===== src/rtl/tlb_lookup_arbiter_pkg.sv =====
// Shared CPU definitions used by the TLB lookup arbiter: TLB result types,
// requester ids and the CP0 Index packing helper.
package tlb_lookup_arbiter_pkg;

  localparam int TLB_ENTRIES_NUM = 16;

  typedef logic [31:0] virt_t;
  typedef logic [$clog2(TLB_ENTRIES_NUM)-1:0] tlb_index_t;

  typedef struct packed {
    logic       miss;
    tlb_index_t which;
    logic [19:0] pfn;
    logic [2:0] c;
    logic       d;
    logic       v;
  } tlb_result_t;

  localparam logic [1:0] LK_REQ_NONE = 2'd0;
  localparam logic [1:0] LK_REQ_INST = 2'd1;
  localparam logic [1:0] LK_REQ_DATA = 2'd2;
  localparam logic [1:0] LK_REQ_TLBP = 2'd3;

  // CP0 Index layout: P bit on top, matching entry index in the low bits (zero on a miss).
  function automatic logic [31:0] make_tlbp_index(input tlb_result_t r);
    return {r.miss, 27'd0, (r.miss ? 4'd0 : r.which)};
  endfunction

endpackage


===== src/rtl/tlb_lookup_arbiter_if.sv =====
// Requester, TLBP, write-strobe and TLB lookup-port signals of the lookup arbiter.
interface tlb_lookup_arbiter_if;
  import tlb_lookup_arbiter_pkg::*;

  logic        flush;
  logic [7:0]  asid;
  logic        inst_req;
  virt_t       inst_vaddr;
  logic        inst_ack;
  logic        inst_resp_valid;
  tlb_result_t inst_result;
  logic        data_req;
  virt_t       data_vaddr;
  logic        data_ack;
  logic        data_resp_valid;
  tlb_result_t data_result;
  logic        tlbp_req;
  logic [31:0] tlbp_entry_hi;
  logic        tlbp_ack;
  logic        tlbp_resp_valid;
  logic [31:0] tlbp_index;
  logic        tlb_we;
  logic        lk_valid;
  logic [18:0] lk_vpn2;
  logic        lk_odd;
  logic [7:0]  lk_asid;
  tlb_result_t lk_result;

  modport slave (
    input  flush, asid, inst_req, inst_vaddr, data_req, data_vaddr,
           tlbp_req, tlbp_entry_hi, tlb_we, lk_result,
    output inst_ack, inst_resp_valid, inst_result,
           data_ack, data_resp_valid, data_result,
           tlbp_ack, tlbp_resp_valid, tlbp_index,
           lk_valid, lk_vpn2, lk_odd, lk_asid
  );

  modport master (
    output flush, asid, inst_req, inst_vaddr, data_req, data_vaddr,
           tlbp_req, tlbp_entry_hi, tlb_we, lk_result,
    input  inst_ack, inst_resp_valid, inst_result,
           data_ack, data_resp_valid, data_result,
           tlbp_ack, tlbp_resp_valid, tlbp_index,
           lk_valid, lk_vpn2, lk_odd, lk_asid
  );

endinterface


===== src/rtl/tlb_lookup_arbiter_prio.sv =====
// Combinational winner pick: TLBP first, then data, then fetch; a starved
// fetch overtakes data.
module tlb_arb_prio
  import tlb_lookup_arbiter_pkg::*;
(
  input  logic       inst_req_i,
  input  logic       data_req_i,
  input  logic       tlbp_req_i,
  input  logic       starved_i,
  output logic [1:0] id_o
);

  // Priority decode with the starvation override between inst and data.
  always_comb begin
    id_o = LK_REQ_NONE;
    if (tlbp_req_i) begin
      id_o = LK_REQ_TLBP;
    end else if (inst_req_i && (starved_i || !data_req_i)) begin
      id_o = LK_REQ_INST;
    end else if (data_req_i) begin
      id_o = LK_REQ_DATA;
    end else begin
      id_o = LK_REQ_NONE;
    end
  end

endmodule


===== src/rtl/tlb_lookup_arbiter.sv =====
// Shares the single TLB lookup port between fetch, data and TLBP; returns the
// registered result to the granted requester one cycle after the grant.
module tlb_lookup_arbiter
  import tlb_lookup_arbiter_pkg::*;
#(
  parameter int STARVE_LIMIT = 4,
  parameter int WR_HOLD      = 1
) (
  input logic                 clk,
  input logic                 resetn,
  tlb_lookup_arbiter_if.slave bus
);

  localparam logic [0:0] ST_RUN  = 1'b0;
  localparam logic [0:0] ST_HOLD = 1'b1;
  localparam int HCW = (WR_HOLD > 1) ? $clog2(WR_HOLD) : 1;
  localparam int SCW = $clog2(STARVE_LIMIT + 1);

  logic [0:0]     state_q, state_d;
  logic [HCW-1:0] hold_q, hold_d;
  logic [SCW-1:0] starve_q, starve_d;
  logic [1:0]     resp_id_q, resp_id_d;
  tlb_result_t    result_q, result_d;
  logic           grant_en_s;
  logic           starved_s;
  logic [1:0]     win_id_s;

  // The port is closed in the write cycle, during the post-write hold and while in reset.
  assign grant_en_s = resetn && !bus.tlb_we && (state_q == ST_RUN);
  assign starved_s  = (starve_q == SCW'(STARVE_LIMIT));

  tlb_arb_prio u_prio (
    .inst_req_i (grant_en_s && bus.inst_req && !bus.flush),
    .data_req_i (grant_en_s && bus.data_req && !bus.flush),
    .tlbp_req_i (grant_en_s && bus.tlbp_req),
    .starved_i  (starved_s),
    .id_o       (win_id_s)
  );

  assign bus.inst_ack = (win_id_s == LK_REQ_INST);
  assign bus.data_ack = (win_id_s == LK_REQ_DATA);
  assign bus.tlbp_ack = (win_id_s == LK_REQ_TLBP);
  assign bus.lk_valid = (win_id_s != LK_REQ_NONE);

  // Lookup-port mux; all fields read as zero when nothing is granted.
  always_comb begin
    bus.lk_vpn2 = 19'd0;
    bus.lk_odd  = 1'b0;
    bus.lk_asid = 8'd0;
    case (win_id_s)
      LK_REQ_INST: begin
        bus.lk_vpn2 = bus.inst_vaddr[31:13];
        bus.lk_odd  = bus.inst_vaddr[12];
        bus.lk_asid = bus.asid;
      end
      LK_REQ_DATA: begin
        bus.lk_vpn2 = bus.data_vaddr[31:13];
        bus.lk_odd  = bus.data_vaddr[12];
        bus.lk_asid = bus.asid;
      end
      LK_REQ_TLBP: begin
        bus.lk_vpn2 = bus.tlbp_entry_hi[31:13];
        bus.lk_odd  = 1'b0;
        bus.lk_asid = bus.tlbp_entry_hi[7:0];
      end
      default: begin
        bus.lk_vpn2 = 19'd0;
        bus.lk_odd  = 1'b0;
        bus.lk_asid = 8'd0;
      end
    endcase
  end

  // A flush landing on the response cycle kills inst/data results but not TLBP.
  assign bus.inst_resp_valid = (resp_id_q == LK_REQ_INST) && !bus.flush;
  assign bus.data_resp_valid = (resp_id_q == LK_REQ_DATA) && !bus.flush;
  assign bus.tlbp_resp_valid = (resp_id_q == LK_REQ_TLBP);
  assign bus.inst_result     = result_q;
  assign bus.data_result     = result_q;
  assign bus.tlbp_index      = make_tlbp_index(result_q);

  // Next-state for response stage, starvation counter and write-hold FSM.
  always_comb begin
    resp_id_d = win_id_s;
    result_d  = bus.lk_valid ? bus.lk_result : result_q;
    starve_d  = starve_q;
    state_d   = state_q;
    hold_d    = hold_q;

    if (!bus.inst_req || bus.inst_ack) begin
      starve_d = '0;
    end else if (bus.data_ack && !starved_s) begin
      starve_d = starve_q + SCW'(1);
    end else begin
      starve_d = starve_q;
    end

    case (state_q)
      ST_RUN: begin
        if (bus.tlb_we) begin
          state_d = ST_HOLD;
          hold_d  = HCW'(WR_HOLD - 1);
        end else begin
          state_d = ST_RUN;
        end
      end
      ST_HOLD: begin
        if (bus.tlb_we) begin
          hold_d = HCW'(WR_HOLD - 1);
        end else if (hold_q == '0) begin
          state_d = ST_RUN;
        end else begin
          hold_d = hold_q - HCW'(1);
        end
      end
      default: begin
        state_d = ST_RUN;
        hold_d  = '0;
      end
    endcase
  end

  // State registers; reset drops any result still in flight.
  always_ff @(posedge clk or negedge resetn) begin
    if (!resetn) begin
      state_q   <= ST_RUN;
      hold_q    <= '0;
      starve_q  <= '0;
      resp_id_q <= LK_REQ_NONE;
      result_q  <= '0;
    end else begin
      state_q   <= state_d;
      hold_q    <= hold_d;
      starve_q  <= starve_d;
      resp_id_q <= resp_id_d;
      result_q  <= result_d;
    end
  end

endmodule


===== src/flat_wrapper.sv =====
// flat-port wrapper written by rule: the top's interface ports become plain ports
module tlb_lookup_arbiter_flat import tlb_lookup_arbiter_pkg::*;
#(
  parameter int STARVE_LIMIT = 4,
  parameter int WR_HOLD      = 1
)
  (clk, resetn, bus_flush, bus_asid, bus_inst_req, bus_inst_vaddr, bus_data_req, bus_data_vaddr, bus_tlbp_req, bus_tlbp_entry_hi, bus_tlb_we, bus_lk_result, bus_inst_ack, bus_inst_resp_valid, bus_inst_result, bus_data_ack, bus_data_resp_valid, bus_data_result, bus_tlbp_ack, bus_tlbp_resp_valid, bus_tlbp_index, bus_lk_valid, bus_lk_vpn2, bus_lk_odd, bus_lk_asid);
  tlb_lookup_arbiter_if bus_i ();
  input logic clk;
  input logic resetn;
  input wire logic [$bits(bus_i.flush)-1:0] bus_flush;
  input wire logic [$bits(bus_i.asid)-1:0] bus_asid;
  input wire logic [$bits(bus_i.inst_req)-1:0] bus_inst_req;
  input wire logic [$bits(bus_i.inst_vaddr)-1:0] bus_inst_vaddr;
  input wire logic [$bits(bus_i.data_req)-1:0] bus_data_req;
  input wire logic [$bits(bus_i.data_vaddr)-1:0] bus_data_vaddr;
  input wire logic [$bits(bus_i.tlbp_req)-1:0] bus_tlbp_req;
  input wire logic [$bits(bus_i.tlbp_entry_hi)-1:0] bus_tlbp_entry_hi;
  input wire logic [$bits(bus_i.tlb_we)-1:0] bus_tlb_we;
  input wire logic [$bits(bus_i.lk_result)-1:0] bus_lk_result;
  output wire logic [$bits(bus_i.inst_ack)-1:0] bus_inst_ack;
  output wire logic [$bits(bus_i.inst_resp_valid)-1:0] bus_inst_resp_valid;
  output wire logic [$bits(bus_i.inst_result)-1:0] bus_inst_result;
  output wire logic [$bits(bus_i.data_ack)-1:0] bus_data_ack;
  output wire logic [$bits(bus_i.data_resp_valid)-1:0] bus_data_resp_valid;
  output wire logic [$bits(bus_i.data_result)-1:0] bus_data_result;
  output wire logic [$bits(bus_i.tlbp_ack)-1:0] bus_tlbp_ack;
  output wire logic [$bits(bus_i.tlbp_resp_valid)-1:0] bus_tlbp_resp_valid;
  output wire logic [$bits(bus_i.tlbp_index)-1:0] bus_tlbp_index;
  output wire logic [$bits(bus_i.lk_valid)-1:0] bus_lk_valid;
  output wire logic [$bits(bus_i.lk_vpn2)-1:0] bus_lk_vpn2;
  output wire logic [$bits(bus_i.lk_odd)-1:0] bus_lk_odd;
  output wire logic [$bits(bus_i.lk_asid)-1:0] bus_lk_asid;
  assign bus_i.flush = bus_flush;
  assign bus_i.asid = bus_asid;
  assign bus_i.inst_req = bus_inst_req;
  assign bus_i.inst_vaddr = bus_inst_vaddr;
  assign bus_i.data_req = bus_data_req;
  assign bus_i.data_vaddr = bus_data_vaddr;
  assign bus_i.tlbp_req = bus_tlbp_req;
  assign bus_i.tlbp_entry_hi = bus_tlbp_entry_hi;
  assign bus_i.tlb_we = bus_tlb_we;
  assign bus_i.lk_result = bus_lk_result;
  assign bus_inst_ack = bus_i.inst_ack;
  assign bus_inst_resp_valid = bus_i.inst_resp_valid;
  assign bus_inst_result = bus_i.inst_result;
  assign bus_data_ack = bus_i.data_ack;
  assign bus_data_resp_valid = bus_i.data_resp_valid;
  assign bus_data_result = bus_i.data_result;
  assign bus_tlbp_ack = bus_i.tlbp_ack;
  assign bus_tlbp_resp_valid = bus_i.tlbp_resp_valid;
  assign bus_tlbp_index = bus_i.tlbp_index;
  assign bus_lk_valid = bus_i.lk_valid;
  assign bus_lk_vpn2 = bus_i.lk_vpn2;
  assign bus_lk_odd = bus_i.lk_odd;
  assign bus_lk_asid = bus_i.lk_asid;
  tlb_lookup_arbiter #(.STARVE_LIMIT(STARVE_LIMIT), .WR_HOLD(WR_HOLD)) u_core (.clk(clk), .resetn(resetn), .bus(bus_i));
endmodule

===== config.mk =====
export PLATFORM = sky130hd
export DESIGN_NAME = tlb_lookup_arbiter_flat
export DESIGN_NICKNAME = d
export VERILOG_FILES = /design/src/rtl/tlb_lookup_arbiter_pkg.sv /design/src/rtl/tlb_lookup_arbiter_if.sv /design/src/rtl/tlb_lookup_arbiter_prio.sv /design/src/rtl/tlb_lookup_arbiter.sv /design/src/flat_wrapper.sv
export SDC_FILE = /design/constraint.sdc
export NUM_CORES = 1
export LEC_CHECK = 0
export ABC_CLOCK_PERIOD_IN_PS = 10300
export CORE_AREA = 2 2 103 105
export CTS_CLUSTER_SIZE = 40
export DETAILED_ROUTE_END_ITERATION = 8
export DIE_AREA = 0 0 105 107
export PLACE_DENSITY = 0.73
export SLEW_MARGIN = 40
export SYNTH_ARGS = -nofsm -noshare
export SYNTH_HDL_FRONTEND = slang
export SYNTH_SLANG_ARGS = --single-unit

===== constraint.sdc =====
create_clock -name clk -period 10.3 [get_ports clk]
set_clock_uncertainty 0.05 [all_clocks]
set_input_delay 3.09 -clock clk [delete_from_list [all_inputs] [get_ports clk]]
set_output_delay 3.09 -clock clk [all_outputs]
set_load 0.05 [all_outputs]

Routed clock nets over the placement:
Drawn at 4 px/um.
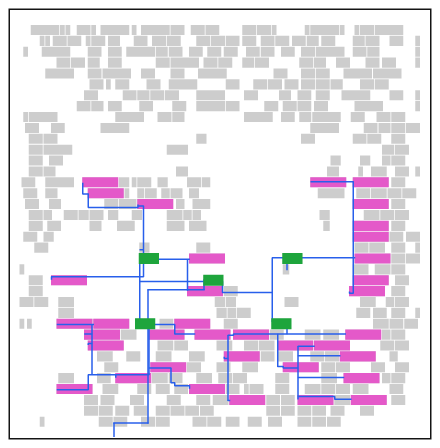
legend:
  green:
    item: clock drivers
    count: 5
  magenta:
    item: flip-flops
    count: 36
  blue:
    item: clock wires
    length: 488 um
routed clock nets: 6
relative contribution of the clock network to total power: 12.1%
Clk. pwr: 94.7 uW
Clk Latency, worst-skew pair: 0.28 ns

Signal wires by layer:
Drawn at 2 px/um.
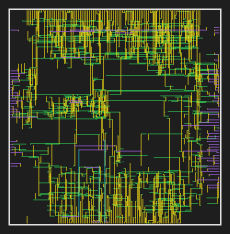
legend:
  yellow:
    layer: metal 2
    wire_length: 4750 um
  purple:
    layer: metal 3
    wire_length: 521 um
  green:
    layer: metal 1
    wire_length: 3410 um
  cyan:
    layer: metal 4
    wire_length: 101 um
routed via count: 2395
wirelength, routed: 8790 um
post-detailed-route wirelength per cell: 16.3 um
Total GRT Usage: 14.7%

M3 wires:
Drawn at 4 px/um.
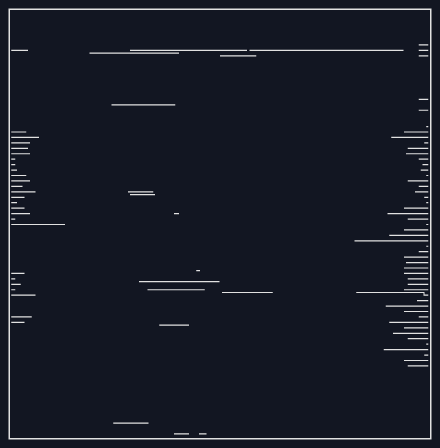
longest straight run: 38.2 um
share of all routed wire: 5.9%
nets with wire on the layer: 87
main direction: horizontal
fraction of met3 tracks used by global routing: 2.61%

The clock network:
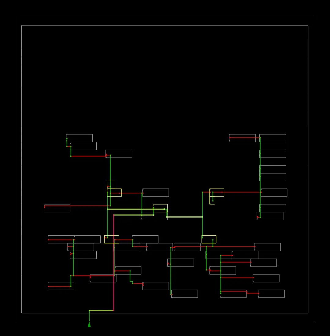
number of clock sinks seen by CTS: 36
TritonCTS Buffers: 5
FFs & Latches: 36
final-layout clock buffer total: 5

==> run notes <==
Physical implementation status

The synthesized instance count stands at 229. Per the final layout report, the fraction of cells sized above drive strength 1 comes to 18.6%. The tap cell count stands at 136. Per the final timing report, the hold violations number 0.

Note that the worst hold path type here is reg -> reg. The synthesized area stands at 2550 sq um. The total placed instance area stands at 4710 sq um. Per the OpenROAD floorplan log, the area of the die is 11200 sq um.

The number of gates resized after cts stands at 0. Per the OpenROAD timing report, the critical path contains 7 cells. The setup slack on the worst flop-to-flop path stands at 7.62 ns. The data arrival time at the worst-slack endpoint stands at 6.21 ns.

The tally of OpenROAD warnings stands at 59. The synthesized-area fraction occupied by xor and xnor cells stands at 0%. The number of DRC violations after detailed routing stands at 0. The average footprint of a synthesized cell stands at 11.1 sq um.

The root buffer cell chosen for the clock tree is clkbuf_8. In the final layout, flip-flops and latches occupy 901 sq um. Once layout is done, the placed cells without fillers occupy 4790 sq um. The last weighted congestion value of the routability-driven placer stands at 0.739. The number of H-tree branching levels stands at 2. The number of global-route vias before repair stands at 2475.

The number of register bits inferred by synthesis stands at 36. The worst reg2reg path depth stands at 7. The first detailed-routing pass ran for 4 iterations.

141 cells are multi-input combinational gates. For this run, the share of the core covered by cells in the final layout is 47.5%. The logic share of the area stands at 25.2%. Dividing total power by cell area gives a power density of 163 nW/um^2.

The top fanout value on the critical path stands at 20. The via density per instance stands at 4.44. The run finished with clean final reports. The number of antenna violations at the first check in global routing stands at 0. The first global-routing pass estimated 13100 um of wire. For the worst reg-to-reg path, the startpoint reported by OpenROAD is u_core.starve_q[0]. The number of setup buffers added after CTS stands at 0. In the final layout, excluding clock inverters the inverter count is 3. The share of the core area taken by cells at floorplan is 25.2%. In this run the standard cell core region covers 10100 sq um. The critical path is of the in -> out type. In this build the clock could be raised as far as 107 MHz. In the Yosys stats the netlist draws on 31 distinct library cells.

On the worst setup and hold paths after CTS, the clock-pin slew comes to 0.06 ns. The time the final worst path needs with I/O delays and setup stands at 9.35 ns. The remaining global-route overflow stands at 0. Excluding fillers, the count of instances in the completed layout stands at 540. The die is 105 um wide.

In this run the static leakage power is 1.90 nW. The filler cell count stands at 950. In the final layout, non-clock buffers account for 50.5% of the cell area.
worst max-delay path by stage:
stage	startpoint	endpoint
6_report	bus_tlb_we	bus_lk_valid
5_1_grt	bus_tlb_we	bus_lk_valid
4_1_cts	bus_tlb_we	bus_lk_valid
3_5_place_dp	bus_tlb_we	bus_lk_valid
3_3_place_gp	bus_tlb_we	bus_lk_valid
2_1_floorplan	bus_tlb_we	bus_lk_odd
per-stage QoR:
step	hold slack (ns)	setup WS, ns	power, mW
6_report	0.476	0.947	0.779
5_1_grt	0.511	0.694	0.811
4_1_cts	0.482	0.883	0.788
3_5_place_dp	0.466	0.889	0.690
3_3_place_gp	0.460	0.971	0.685
2_1_floorplan	0.498	1.72	0.548
where the power goes:
group	switching, mW	total [mW]	internal, mW
registers	0.0247	0.196	0.171
logic	0.313	0.489	0.176
clock network	0.0489	0.0947	0.0458
total	0.387	0.779	0.393
synth_stat cells:
library cell / n / area (sq um)
clkbuf_1: 3 / 11.3
a21oi_1: 1 / 5.00
a32o_1: 27 / 270
nand2b_1: 1 / 6.26
buf_1: 1 / 3.75
o211ai_1: 1 / 7.51
buf_2: 10 / 50.1
a22o_1: 19 / 166
dfrtp_1: 36 / 901
o221ai_1: 1 / 8.76
ha_1: 6 / 75.1
nor3b_1: 2 / 15.0
or3b_2: 1 / 8.76
o221a_1: 1 / 11.3
conb_1: 1 / 3.75
o211a_1: 1 / 10.0
a22oi_1: 1 / 7.51
and2_1: 3 / 18.8
a21boi_0: 1 / 7.51
nor4b_1: 1 / 8.76
mux2_2: 30 / 338
inv_1: 3 / 11.3
nand3b_1: 3 / 22.5
nor2b_2: 1 / 8.76
nand4b_1: 1 / 8.76
buf_4: 58 / 435
mux2i_1: 2 / 20.0
nor3b_2: 1 / 12.5
buf_6: 3 / 33.8
and4b_1: 1 / 10.0
nor2b_1: 8 / 50.1
cells by family (layout without fill, tap and decap cells):
family,Yosys count,in the layout
muxes,32,32
and+or+nand+nor,23,23
buffers and inverters,78,227
adders and majority gates,6,6
AOI/OAI and AO/OA,53,53
DFF,36,36
other,1,27
flip-flops by register name, indices dropped and copies added, names as in the netlist:
name,count
u_core.bus.data_result,30
u_core.resp_id_q,2
u_core.starve_q,3
u_core.state_q,1
layout by cell type (no fill, tap or decap), types with 2 or more instances in the layout:
| cell | n |
|---|---|
| nor3b_1 | 2 |
| clkbuf_8 | 5 |
| mux2_2 | 30 |
| and2_1 | 3 |
| a22o_1 | 19 |
| buf_12 | 27 |
| nand3b_1 | 3 |
| mux2i_1 | 2 |
| buf_4 | 6 |
| conb_1 | 27 |
| clkdlybuf4s50_1 | 183 |
| nor2b_1 | 8 |
| inv_1 | 3 |
| ha_1 | 5 |
| dfrtp_1 | 36 |
| a32o_1 | 27 |
layer usage:
layer / track usage, % / vias up / routed length, um
li1: - / 1120 / -
met2: 26.2 / 104 / 4750
met4: 3.81 / 0 / 101
met1: 18.4 / 1165 / 3410
met3: 2.61 / 6 / 520
met5: 0 / - / 0
Power figures rest on the tool's default switching activity, not on a simulated workload.
